===== src/rtl/memkey_packer.sv =====
`default_nettype none
// +--------------------------------------------------------------------------+
// | Module      : memkey_packer                                              |
// | Description : Packs the first 12 bytes of a memcache key big-endian into |
// |               three 32-bit words, counts the full key length (saturating)|
// |               and presents one key block per key with valid/ready.       |
// | Option      : MEMKEY_STATS_EN adds stat_keys / stat_trunc counters.      |
// | Revision    : 1.0  initial release                                       |
// +--------------------------------------------------------------------------+
module memkey_packer #(
  parameter int LEN_W = 8
) (
  input  logic             CLK,
  input  logic             RST_N,
  input  logic [7:0]       in_data,
  input  logic             in_valid,
  input  logic             in_last,
  output logic             in_ready,
  output logic             out_valid,
  input  logic             out_ready,
  output logic [31:0]      k0,
  output logic [31:0]      k1,
  output logic [31:0]      k2,
  output logic [LEN_W-1:0] key_length,
  output logic             trunc
`ifdef MEMKEY_STATS_EN
  ,
  output logic [31:0]      stat_keys,
  output logic [15:0]      stat_trunc
`endif
);

  // INIT only exists so in_ready stays low until the first edge after reset.
  typedef enum logic [1:0] {
    ST_INIT = 2'd0,
    ST_IDLE = 2'd1,
    ST_FILL = 2'd2,
    ST_HOLD = 2'd3
  } state_t;

  state_t     state;
  state_t     next_state;
  logic [3:0] idx;        // next byte slot; parks at 12 once the buffer is full
  logic [4:0] lane_lsb;   // LSB of the byte lane inside the target word
  logic       accept;
  logic       handshake;

  assign in_ready  = (state == ST_IDLE) || (state == ST_FILL);
  assign out_valid = (state == ST_HOLD);
  assign accept    = in_valid && in_ready;
  assign handshake = out_valid && out_ready;
  // Byte 0 of a word lands in bits [31:24], byte 3 in bits [7:0].
  assign lane_lsb  = {~idx[1:0], 3'b000};

  // State register.
  always_ff @(posedge CLK or negedge RST_N) begin
    if (!RST_N) begin
      state <= ST_INIT;
    end else begin
      state <= next_state;
    end
  end

  // Next-state decode.
  always_comb begin
    next_state = state;
    case (state)
      ST_INIT: next_state = ST_IDLE;
      ST_IDLE,
      ST_FILL: begin
        if (accept) begin
          next_state = in_last ? ST_HOLD : ST_FILL;
        end
      end
      ST_HOLD: begin
        if (out_ready) begin
          next_state = ST_IDLE;
        end
      end
      default: next_state = ST_IDLE;
    endcase
  end

  // Word buffer, byte index, saturating length and truncation flag.
  always_ff @(posedge CLK or negedge RST_N) begin
    if (!RST_N) begin
      k0         <= '0;
      k1         <= '0;
      k2         <= '0;
      idx        <= '0;
      key_length <= '0;
      trunc      <= 1'b0;
    end else if (handshake) begin
      k0         <= '0;
      k1         <= '0;
      k2         <= '0;
      idx        <= '0;
      key_length <= '0;
      trunc      <= 1'b0;
    end else if (accept) begin
      if (idx < 4'd12) begin
        case (idx[3:2])
          2'd0:    k0[lane_lsb +: 8] <= in_data;
          2'd1:    k1[lane_lsb +: 8] <= in_data;
          default: k2[lane_lsb +: 8] <= in_data;
        endcase
        idx <= idx + 4'd1;
      end else begin
        trunc <= 1'b1;
      end
      if (key_length != {LEN_W{1'b1}}) begin
        key_length <= key_length + 1'b1;
      end
    end
  end

`ifdef MEMKEY_STATS_EN
  // Handshake statistics: key count wraps, truncated-key count saturates.
  always_ff @(posedge CLK or negedge RST_N) begin
    if (!RST_N) begin
      stat_keys  <= '0;
      stat_trunc <= '0;
    end else if (handshake) begin
      stat_keys <= stat_keys + 32'd1;
      if (trunc && (stat_trunc != 16'hFFFF)) begin
        stat_trunc <= stat_trunc + 16'd1;
      end
    end
  end
`endif

endmodule
`default_nettype wire


===== config.mk =====
export PLATFORM = sky130hd
export DESIGN_NAME = memkey_packer
export DESIGN_NICKNAME = d
export VERILOG_FILES = /design/src/rtl/memkey_packer.sv
export SDC_FILE = /design/constraint.sdc
export NUM_CORES = 1
export LEC_CHECK = 0
export CAP_MARGIN = 30
export CORE_ASPECT_RATIO = 1.5
export CORE_MARGIN = 10
export CORE_UTILIZATION = 44
export CTS_CLUSTER_DIAMETER = 40
export DETAILED_ROUTE_END_ITERATION = 8
export GPL_TIMING_DRIVEN = 0
export HOLD_SLACK_MARGIN = 0.15
export PLACE_DENSITY = 0.78
export SYNTH_ARGS = -nofsm -noshare
export SYNTH_HDL_FRONTEND = slang
export SYNTH_SLANG_ARGS = --single-unit

===== constraint.sdc =====
create_clock -name CLK -period 2 [get_ports CLK]
set_input_delay 0.4 -clock CLK [delete_from_list [all_inputs] [get_ports CLK]]
set_output_delay 0.4 -clock CLK [all_outputs]
set_load 0.05 [all_outputs]

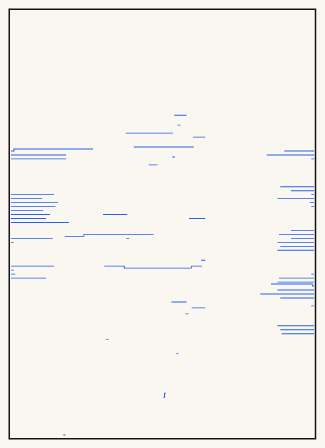
Fig. 1. The metal 3 layer (run 1).
share of all routed wire: 4.9%
main direction: horizontal
longest straight run: 26.9 µm
nets with wire on the layer: 51
GRT met3 Usage: 4.36%
final wirelength: 12200 µm
vias: 3174

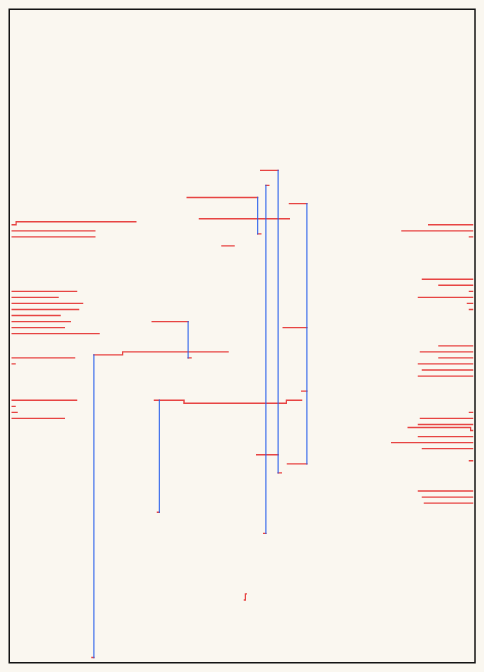
Fig. 2. Metal layers overlaid (run 1).
Two of the layers only.
[metal 3] red | wire length: 599 µm
[metal 4] blue | wire length: 314 µm

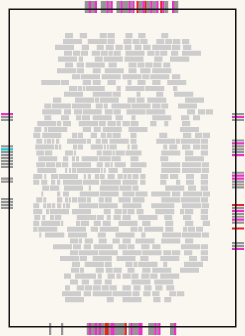
Fig. 3. Pin placement (run 1).
Pins as bars across the die edge, other pins in gray.
[`in_data`] red | pins: 8 | direction: input | edge: 3 north, 3 south, 2 east
[`in_last`] cyan | pins: 1 | direction: input | edge: west
[`k2`] magenta | pins: 32 | direction: output | edge: 12 north, 11 south, 8 east, 1 west
all pins by edge: 39 north, 38 south, 26 east, 17 west

==> CHANGELOG.md, run 1 <==
### Changed

* Power per cell area at 1480 mW/mm²
* Filler instances at 848
* Clock slew at reported path FFs at around 0.070 ns
* Setup slack after layout at -0.0375 ns
* Slew Limit Fails at 0
* Fin cells at 621
* Log Warnings at 32
* Buffers on Ports at 119
* ANT cells at 0
* Worst path required time at 2.23 ns
* Cell Type Count at 36
* H-tree depth at 3
* Status: finished with violations
* Largest net degree at the start of global routing at ~64
* Achievable Freq at 491 MHz
* Flop2flop setup slack at -0.04 ns
* Final Cycle Share at 102%
* RSZ-0062 raised after global routing: true
* Number of remaining DRC errors at 0
* Number of global-route vias before repair at around 3.4k
* CTS tree: done
* Dominant logic cell types in the final layout: 110 x dfrtp_1, 108 x clkdlybuf4s50_1, 88 x mux2_2
* Setup TNS at -0.473 ns
* Setup Crit Path Kind: reg2reg
* Routed Antenna Nets at 0
* Total CTS buffers at 9
* Yosys cell count at between 300 and 400
* Top-area cell share at 59.2%
* Synth warnings at 0
* Die Area at 0.0153 mm²
* Crit-path max FO at 10
* Main area contributors: dfrtp_1 59%, mux2_2 21%, and2_1 4.3%, o21ai_2 2.4%, ha_1 1.9%
* Overflow after GRT at 0
* Register area at 0.00278 mm²
* Startpoint types: flop
* # nets final at 492
* Max Cap Viol at 0
* Dominant logic cell type in the layout: dfrtp_1
* Routed WL per cell at 19.6 µm
* Hold path depth at 1
* Design Power at ~10 mW
* Vias per inst at 5.11
* Die Height at 147 µm
* Clk buf depth at 2
* CP Data Arrival Time at 2.26 ns
* Hold Slack at 0.492 ns
* Placed wire-length estimate at 9100 µm
* Syn Area/Cell at 14.3 µm²
* Post-synth regs at 111
* Standard-cell rows at 46
* DR pass1 iterations at 4
* Fp_density at 44.6%
* Yosys top cell by area: dfrtp_1
* R2r worst-path depth at 6
* Clock Skews at between 0.006 and 0.007 ns
* Setup violators final at 16
* Share of layout cells above drive strength 1 at 30.6%
* Gr usage total at 16.1%
* Yosys Chip Area at 0.00470 mm²
* Leakage at 3.13 nW
* Slew headroom at 57.3%
* CORE AREA at between 0.01 and 0.015 mm²
* Gate Count Post-Synth at ~330
* Max rail drop VDD at 0.000897 V
* Comb. cell area at 0.00198 mm²
* Synth Cell Area at 0.00470 mm²
* Tmin final at about 2.0 ns
* I/O pins at 120
* Syn_nets at 349
* Hold Fails Final Rpt at 0
* Clk_lat worst skew at 0.34 ns
* Failing checks: negative setup slack
* Cell Count Post-Placement at 593
* Clk sinks at 111
* Initial DRC Count at ~59
* Initial antenna violation count at 0
* Die W at 104 µm
* Root Driver: clkbuf_16
* Slew @ Worst Pin at 0.641 ns
* Crit. End Element: flop
* Global-route wire length before repair at 19300 µm
* Type of the most critical hold path: reg2reg
* Dpl ws at -0.486 ns
## run 1: cell type report
type                       instances  share of cell area (%)
sequential                       111                    41.9
buffer                             4                   0.396
multi-input combinational        210                    29.9
timing repair buffer             132                    20.0
clock buffer                      11                    3.66
clock inverter                     5                    1.23
inverter                           4                   0.226
tap                              144                    2.72
## run 1: what timing repair did
action	CTS	global route
endpoints found under the setup margin	101	88
hold buffers	1	0
buffers inserted	9	2
endpoints found under the hold margin	48	0
pin swaps	4	1
gates resized	20	9
## run 1: cells in the mapped netlist
master      n
buf_2       1
a21oi_1     7
or3_1       3
and3_1      1
nor2_1     10
o21ai_2    13
o22ai_1     1
nor4_2      2
o21a_1      1
o31ai_4     2
o21ai_0     3
and2_1     32
mux2_2     88
xor2_1      4
mux2i_1     2
and2_2      1
and3_2      1
buf_4       1
nor3_2      1
ha_1        7
o211ai_1    2
a32o_1      3
nor4_1      1
xnor2_1     1
nand4_1     2
nor3_1      2
mux2_1      5
a211oi_1    1
or3b_2      1
nand3_1     4
inv_1       4
nand2b_1    2
buf_1       2
nand2_1     6
a31oi_1     1
dfrtp_1   111
## run 1: final timing paths
check	to	start
max in group asynchronous	k2[10]	RST_N
worst max-delay path	k0[12]	state[0]
min in group asynchronous	k1[18]	RST_N
worst min register to register	k2[17]	k2[17]
worst max register to register	k0[12]	state[0]
worst min-delay path	k2[17]	k2[17]
## run 1: logic make-up after synthesis
| family | after synthesis | share of synthesized area [%] |
|---|---|---|
| fa+ha+maj | 7 | 1.87 |
| mux | 95 | 22.7 |
| buf+inv | 8 | 0.746 |
| compound gates | 34 | 5.94 |
| simple gates | 69 | 8.63 |
| flops | 111 | 59.2 |
| xor+xnor | 5 | 0.933 |
## run 1: where the power goes
group | internal (mW) | leakage [nW] | switching (mW)
combinational | 1.78 | 1.45 | 3.05
clock | 1.13 | 0.156 | 0.775
sequential | 2.74 | 1.53 | 0.318
total | 5.65 | 3.13 | 4.14
## run 1: flip-flops by register name (all words and copies together), names as in the netlist
| register | cells |
|---|---|
| k0 | 32 |
| k1 | 32 |
| k2 | 32 |
| key_length | 8 |
| idx | 4 |
| state | 2 |
| trunc | 1 |
## run 1: stage by stage
| stage | util, % | cell area [µm²] |
|---|---|---|
| floorplan | - | 4710 |
| global placement | 57.7 | 6080 |
| detailed placement | 58.0 | 6100 |
| CTS | 62.4 | 6570 |
| global route | 63.0 | 6630 |
| finish | 63.0 | 6630 |
## run 1: worst max-delay path, cell delays in order, from the launching register on
cell,delay (ns)
dfrtp_1,0.43
ha_4,0.19
and2_1,0.13
buf_4,0.19
buf_6,0.18
o21ai_2,0.41
mux2_2,0.39
## run 1: per-layer routing
| layer | vias up | share of wire, % | track usage [%] |
|---|---|---|---|
| met4 | 0 | 2.6 | 6.42 |
| li1 | 1467 | - | - |
| met3 | 17 | 4.9 | 4.36 |
| met2 | 67 | 56 | 30.2 |
| met1 | 1623 | 37 | 16.2 |
| met5 | - | 0 | 0 |
==> inputs of run 2 (changes only) <==
--- a/config.mk
+++ b/config.mk
@@ -14,6 +14,7 @@
 export GPL_TIMING_DRIVEN = 0
 export HOLD_SLACK_MARGIN = 0.15
 export PLACE_DENSITY = 0.78
+export SETUP_SLACK_MARGIN = 0.02
 export SYNTH_ARGS = -nofsm -noshare
 export SYNTH_HDL_FRONTEND = slang
 export SYNTH_SLANG_ARGS = --single-unit
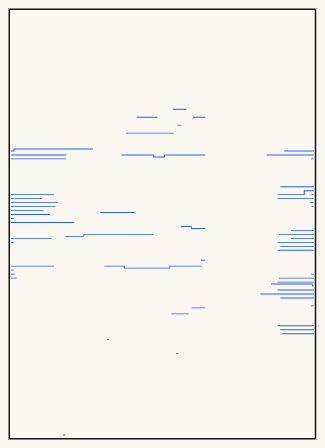
Fig. 4. The metal 3 layer (run 2).
longest straight run: 26.9 µm
share of all routed wire: 5.0%
main direction: horizontal
nets with wire on the layer: 50

==> CHANGELOG.md, run 2 <==
### Changed

* Initial antenna violation count at 0 (unchanged)
* Dominant logic cell types in the final layout: 110 x dfrtp_1, 108 x clkdlybuf4s50_1, 88 x mux2_2 (unchanged)
* Post-synth top cells: 111 x dfrtp_1, 88 x mux2_2, 32 x and2_1, 13 x o21ai_2, 10 x nor2_1 (unchanged)
* Slowest stage delay, CP at 0.86 ns (was 0.43 ns)
* Hold path depth at 1 (unchanged)
* Power per cell area at 1480 mW/mm² (about the same)
* I/O pins at 120 (unchanged)
* Log Warnings at 32 (unchanged)
* Worst path required time at 1.60 ns (was 2.23 ns)
* Combinational group share of total power at 50.0% (was 49.3%)
* Setup Crit Path Kind: reg2out (was reg2reg)
* Standard-cell rows at 46 (unchanged)
* Overflow after GRT at 0 (unchanged)
* CP Data Arrival Time at 1.56 ns (was 2.26 ns)
* Design Power at 9.93 mW (was 9.79 mW)
* Routed Antenna Nets at 0 (unchanged)
* CP Cell Sequence: clkdlybuf4s50_1 (was ha_4 > and2_1 > buf_4 > buf_6 > o21ai_2 > mux2_2)
* Gr usage total at 16.1% (unchanged)
* Synth Cell Area at 0.00470 mm² (unchanged)
* # nets final at 497 (was 492)
* Post-synth top flop: dfrtp_1 (unchanged)
* Reg power frac at 30.8% (was 31.2%)
* Status: completed (was finished with violations)
* Placed wire-length estimate at 9100 µm (unchanged)
* Clock slew at reported path FFs at 0.07 ns (about the same)
* Leakage at 3.14 nW (was 3.13 nW)
* Syn_nets at 349 (unchanged)
* Dominant logic cell type in the layout: dfrtp_1 (unchanged)
* Number of enable flip-flop cells at 0 (unchanged)
* Final Cycle Share at 97.8% (was 102%)
* Fin cells at 626 (was 621)
* Sw Ratio at 42.1% (was 42.3%)
* Die W at 104 µm (unchanged)
* Setup violators final at 0 (was 16)
* Clock network power share at 19.2% (was 19.5%)
* Initial DRC Count at 77 (was 59)
* Share of layout cells above drive strength 1 at 31.1% (was 30.6%)
* Clock Skews at 0.00595 ns (was 0.00603 ns)
* Fp_density at 44.6% (unchanged)
* Number of remaining DRC errors at 0 (unchanged)
* Final wirelength at 12100 µm (was 12200 µm)
* Largest regs: k0: 32 flops, k1: 32 flops, k2: 32 flops (unchanged)
* Die Height at 147 µm (unchanged)
* RSZ-0062 raised after global routing: true (unchanged)
* Psw at 4.19 mW (was 4.14 mW)
* Post-synth regs at 111 (unchanged)
* Cell Type Count at 36 (unchanged)
* CORE AREA at 0.0105 mm² (unchanged)
* R2r worst-path depth at 7 (was 6)
* CTS tree: done (unchanged)
* DR pass1 iterations at 4 (unchanged)
* Max rail drop VDD at 0.000907 V (was 0.000897 V)
* Clk buf depth at 2 (unchanged)
* Routed WL per cell at 19.4 µm (was 19.6 µm)
* Max Cap Viol at 0 (unchanged)
* Die Area at 0.0153 mm² (unchanged)
* Main area contributors: dfrtp_1 59%, mux2_2 21%, and2_1 4.3%, o21ai_2 2.4%, ha_1 1.9% (unchanged)
* Slew headroom at 57.1% (was 57.3%)
* Cell Count Post-Placement at 593 (unchanged)
* Hold Fails Final Rpt at 0 (unchanged)
* Number of global-route vias before repair at 3425 (was 3422)
* Yosys top cell by area: dfrtp_1 (unchanged)
* Root Driver: clkbuf_16 (unchanged)
* P_int at 5.75 mW (was 5.65 mW)
* Crit-path max FO at 2 (was 10)
* ANT cells at 0 (unchanged)
* Yosys Chip Area at 0.00470 mm² (unchanged)
* Crit path buffers/inverters at 1 (was 2)
* Total CTS buffers at 9 (unchanged)
* Yosys cell count at 329 (unchanged)
* Vias per inst at 5.10 (was 5.11)
* Global-route wire length before repair at 19300 µm (about the same)
* Type of the most critical hold path: reg2reg (unchanged)
* Asr flop ratio synth at 100% (unchanged)
* Slew Limit Fails at 0 (unchanged)
* Cell with the most instances after synthesis: dfrtp_1 (unchanged)
* Tmin final at 1.96 ns (was 2.04 ns)
* Achievable Freq at 511 MHz (was 491 MHz)
* Top-area cell share at 59.2% (unchanged)
* Crit. End Element: output pin (was flop)
run 2: netlist changes by cell type in the layout (fill, tap and decap cells not counted), moves of 2 or more:
cell,before,now
buf_12,1,4
dlygate4sd2_1,5,8
dlymetal6s2s_1,4,1
o21ai_2,7,5
o21ai_4,6,8
run 2: repair_timing:
action / 4_1_cts / 5_1_grt
hold buffers: 1 / 0
resized: 24 / 9
setup endpoints to repair: 104 / 93
pin swaps: 4 / 7
endpoints found under the hold margin: 48 / 0
setup buffers: 9 / 7
run 2: cell type report:
cell class	count	area (µm²)
Buffer	4	33.8
Tap cell	144	180
Timing Repair Buffer	137	1390
Fill cell	835	3810
Multi-Input combinational cell	210	2000
Sequential cell	111	2780
Clock buffer	11	243
Inverter	4	15.0
Clock inverter	5	81.3
run 2: worst paths after layout:
check	from	to	slack, ns
setup / recovery	k0[6]	k0[6]	0.04
max in group asynchronous	RST_N	k2[10]	0.64
hold reg to reg	k2[17]	k2[17]	0.49
setup reg to reg	idx[0]	k0[22]	0.10
min in group asynchronous	RST_N	k1[18]	0.63
hold / removal	k2[17]	k2[17]	0.49
run 2: routing by layer:
metal  vias up  part of all wire (%)  GRT usage (%)
li1       1478                     -              -
met1      1635                    36           16.2
met2        67                    56           30.2
met3        13                   5.0           4.27
met4         0                   2.5           6.42
met5         -                     0              0
run 2: logic make-up after synthesis:
kind of cell    Yosys count  share of synthesized area (%)
compound gates           34                           5.94
xor+xnor                  5                          0.933
fa+ha+maj                 7                           1.87
buf+inv                   8                          0.746
flops                   111                           59.2
mux                      95                           22.7
simple gates             69                           8.63
run 2: power groups by stage:
stage	logic (mW)	clock network [mW]	registers, mW
finish	4.97	1.91	3.05
global route	5.23	2.05	3.12
CTS	4.80	1.96	3.07
detailed placement	4.57	0	3.12
global placement	4.49	0	3.10
floorplan	1.53	0	4.65
run 2: metrics by stage:
| stage | instance area (µm²) | setup TNS, ns | worst slack [ns] | hold slack, ns | utilization [%] |
|---|---|---|---|---|---|
| floorplan | 4710 | 0 | 0.0775 | 0.104 | - |
| global placement | 6080 | -412.71 | -3.41 | 0.472 | 57.7 |
| detailed placement | 6100 | -39.29 | -0.486 | 0.459 | 58.0 |
| CTS | 6570 | -0.973 | -0.0499 | 0.499 | 62.4 |
| global route | 6720 | -0.0112 | -0.0112 | 0.514 | 63.8 |
| finish | 6720 | 0 | 0.0443 | 0.493 | 63.8 |
Power figures rest on the tool's default switching activity, not on a simulated workload.
